[src/rtl/instruction_fetch_pkg.sv]
// Shared fetch-path definitions: FSM states, the output-slot record and the
// PC constants also used by program_counter.
package instruction_fetch_pkg;

  typedef enum logic [1:0] {
    IDLE    = 2'd0,
    WAIT    = 2'd1,
    DISCARD = 2'd2
  } fetch_state_t;

  typedef struct packed {
    logic [31:0] instr;
    logic [31:0] pc;
    logic        fault;
  } slot_entry_t;

  localparam logic [31:0] NOP_INSTR_DEFAULT = 32'h0000_0000;
  localparam logic [31:0] RESET_VECTOR      = 32'h0000_0000;

  // Sequential successor address; wraps naturally at 2^32.
  function automatic logic [31:0] next_pc(input logic [31:0] pc);
    return pc + 32'd4;
  endfunction

  function automatic logic is_aligned(input logic [31:0] pc);
    return pc[1:0] == 2'b00;
  endfunction

endpackage

[src/rtl/instruction_fetch_slot.sv]
// One-entry output register towards decode with valid/ready handshake.
// A flush empties the slot and wins over a load in the same cycle.
module instruction_fetch_slot
  import instruction_fetch_pkg::*;
(
  input  logic        clock,
  input  logic        reset,
  input  logic        load,
  input  slot_entry_t load_entry,
  input  logic        flush,
  input  logic        ready,
  output logic        valid,
  output slot_entry_t entry,
  output logic [31:0] pc_plus4,
  output logic        slot_free
);

  assign slot_free = ~valid | ready;

  // NOTE: the payload registers are reset too, because decode and the
  // program_counter observe if_instr/if_pc/if_pc_plus4 with defined values.
  always_ff @(posedge clock or posedge reset) begin
    if (reset) begin
      valid    <= 1'b0;
      entry    <= '0;
      pc_plus4 <= '0;
    end else begin
      // NOTE: non-blocking assignments keep every register sampling the
      // pre-edge values, independent of statement order.
      if (flush) begin
        valid <= 1'b0;
      end else if (load) begin
        valid    <= 1'b1;
        entry    <= load_entry;
        pc_plus4 <= next_pc(load_entry.pc);
      end else if (ready) begin
        valid <= 1'b0;
      end
    end
  end

endmodule

[src/rtl/instruction_fetch.sv]
// Fetch stage: issues one instruction-memory request at a time, holds the
// PC until the slot is loaded, and drops in-flight data on a flush.
module instruction_fetch
  import instruction_fetch_pkg::*;
#(
  parameter logic [31:0] NOP_INSTR = NOP_INSTR_DEFAULT
) (
  input  logic        clock,
  input  logic        reset,
  input  logic [31:0] pc_value,
  input  logic        flush,
  output logic        imem_req,
  output logic [31:0] imem_addr,
  input  logic        imem_ack,
  input  logic [31:0] imem_rdata,
  output logic        if_valid,
  input  logic        if_ready,
  output logic [31:0] if_instr,
  output logic [31:0] if_pc,
  output logic [31:0] if_pc_plus4,
  output logic        if_fault,
  output logic        pc_hold,
  output logic [31:0] pc_hold_address
);

  fetch_state_t state, state_next;
  logic [31:0]  req_addr, req_addr_next;
  logic         slot_free;
  logic         slot_load;
  slot_entry_t  load_entry;
  slot_entry_t  slot_entry;

  always_ff @(posedge clock or posedge reset) begin
    if (reset) begin
      state    <= IDLE;
      req_addr <= RESET_VECTOR;
    end else begin
      state    <= state_next;
      req_addr <= req_addr_next;
    end
  end

  always_comb begin
    // NOTE: every output of this block gets a default first, so no path
    // through the case statement can leave a latch behind.
    state_next    = state;
    req_addr_next = req_addr;
    imem_req      = 1'b0;
    imem_addr     = req_addr;
    slot_load     = 1'b0;
    load_entry    = '{instr: imem_rdata, pc: req_addr, fault: 1'b0};

    unique case (state)
      IDLE: begin
        // Issue only into an empty slot so the ack can always be absorbed;
        // the reset gate keeps imem_req low while the block is held in reset.
        if (slot_free && !flush && !reset) begin
          if (is_aligned(pc_value)) begin
            imem_req      = 1'b1;
            imem_addr     = pc_value;
            req_addr_next = pc_value;
            state_next    = WAIT;
          end else begin
            slot_load  = 1'b1;
            load_entry = '{instr: NOP_INSTR, pc: pc_value, fault: 1'b1};
          end
        end
      end

      WAIT: begin
        imem_req = 1'b1;
        if (imem_ack) begin
          slot_load  = ~flush;
          state_next = IDLE;
        end else if (flush) begin
          state_next = DISCARD;
        end
      end

      DISCARD: begin
        imem_req = 1'b1;
        if (imem_ack) begin
          state_next = IDLE;
        end
      end

      default: state_next = IDLE;
    endcase
  end

  // Any cycle that neither loads the slot nor redirects re-fetches this PC.
  assign pc_hold         = ~flush & ~slot_load;
  assign pc_hold_address = pc_value;

  instruction_fetch_slot u_slot (
    .clock      (clock),
    .reset      (reset),
    .load       (slot_load),
    .load_entry (load_entry),
    .flush      (flush),
    .ready      (if_ready),
    .valid      (if_valid),
    .entry      (slot_entry),
    .pc_plus4   (if_pc_plus4),
    .slot_free  (slot_free)
  );

  assign if_instr = slot_entry.instr;
  assign if_pc    = slot_entry.pc;
  assign if_fault = slot_entry.fault;

endmodule
[config.mk]
export PLATFORM = sky130hd
export DESIGN_NAME = instruction_fetch
export DESIGN_NICKNAME = d
export VERILOG_FILES = /design/src/rtl/instruction_fetch_pkg.sv /design/src/rtl/instruction_fetch_slot.sv /design/src/rtl/instruction_fetch.sv
export SDC_FILE = /design/constraint.sdc
export NUM_CORES = 1
export LEC_CHECK = 0
export CORE_MARGIN = 5
export CORE_UTILIZATION = 45
export DETAILED_ROUTE_END_ITERATION = 6
export PLACE_DENSITY = 0.79
export SLEW_MARGIN = 5
export SYNTH_ARGS = -nofsm -noshare
export SYNTH_HDL_FRONTEND = slang
export SYNTH_SLANG_ARGS = --single-unit
[constraint.sdc]
create_clock -name clock -period 9.5 [get_ports clock]
set_clock_uncertainty 0.1 [all_clocks]
set_input_delay 2.375 -clock clock [delete_from_list [all_inputs] [get_ports clock]]
set_output_delay 2.375 -clock clock [all_outputs]
set_load 0.02 [all_outputs]
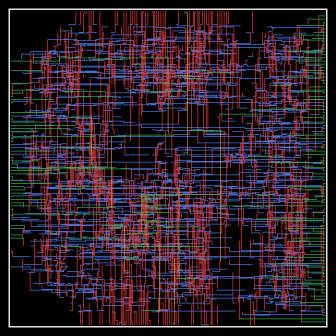
Figure 1: metal layers overlaid.
legend:
  metal 3:
    colour: green
    wire_length: 1,830 um
  metal 2:
    colour: red
    wire_length: 9,680 um
  metal 1:
    colour: blue
    wire_length: 9,600 um
  metal 4:
    colour: orange
    wire_length: 344 um
drt wl/cell: 19.3 um
gr usage total: 24.0%

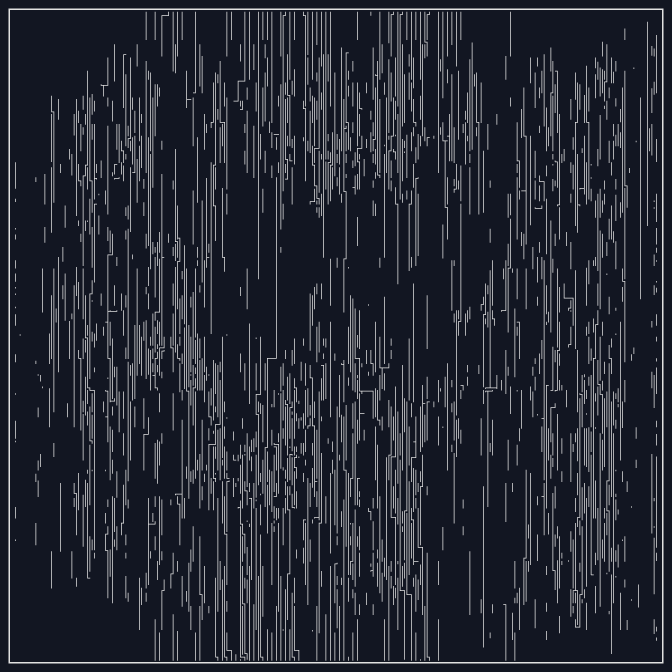
Figure 2: met2 routing.
main direction: vertical
longest straight run: 54.6 um
wire length on this layer: 9,680 um
share of all routed wire: 45%
Via Count: 6,081
met2 Use GR: 36.5%
drt total wl: 21,500 um

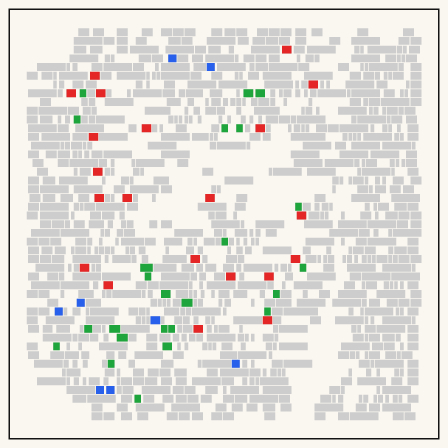
Figure 3: selected gate families.
legend:
  xor and xnor cells:
    colour: red
    cells: 21
    most_used: xor2_1
  non-inverting ao/oa cells:
    colour: blue
    cells: 8
    most_used: a21o_1
  and/or cells:
    colour: green
    cells: 24
fin cells: 1,112
Commonest Layout Cell: clkdlybuf4s50_1

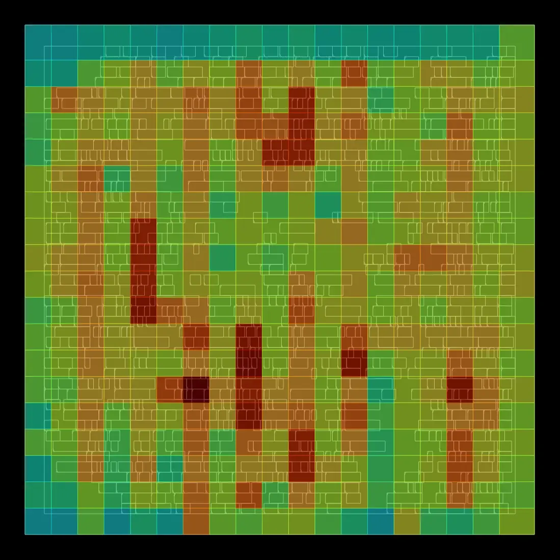
Figure 4: track usage over the die.
GR Util met3: 7.21%
Most Crowded Layer GR: met2
Core Util, Final: 64.0%

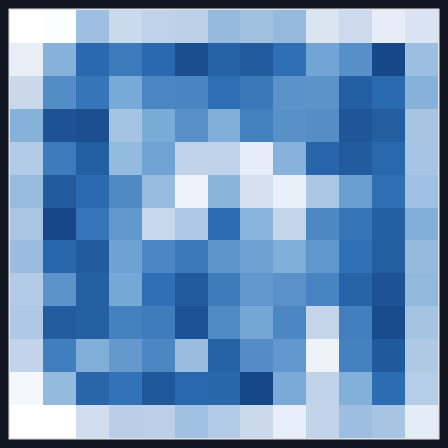
Figure 5: cell area per tile.
The die is cut into 13 by 13 equal tiles; white is low, dark blue is high, 0 to 100% covered.
fullest tile: 91%
tiles over 75% full: 24%
nearly empty tiles: 2.4%
Core ar.: 15,100 um2
Core Util at FP: 45.4%

==> results.toml <==
# flow metrics
[outcome]
outcome = "completed"

[place]
dp_slack_ns = 1.73
detailed_place_hpwl_um = 15100

[yosys]
flop_cell = "dfrtp_1"
edf_count = 0
top_cell = "nand2_1"
yosys_cells = 727
synthCells = 727
syn_area_per_cell_um2 = 9.42

[drt]
wl_met1_um = 9600

[timing]
period_needed_ns = 7.76

[power]
power_leader = "combinational logic"
p_per_area_nw_per_um2 = 349
powerComb_mw = 1.66

[global_route]
antenna_found_initial = 0

[hold_path]
min_to = "u_slot.pc_plus4[6]"

[final_layout]
sh_seq_area_pct = 33.7
final_cell_area_um2 = 9650
top_register = "u_slot.entry"
nClkBuffers = 25

[die]
die_w_um = 133

[worst_setup_path]
cp-end-kind = "output port"

[job]
drv_cap = 0

[clock_network]
cts-root-buf = "clkbuf_16"
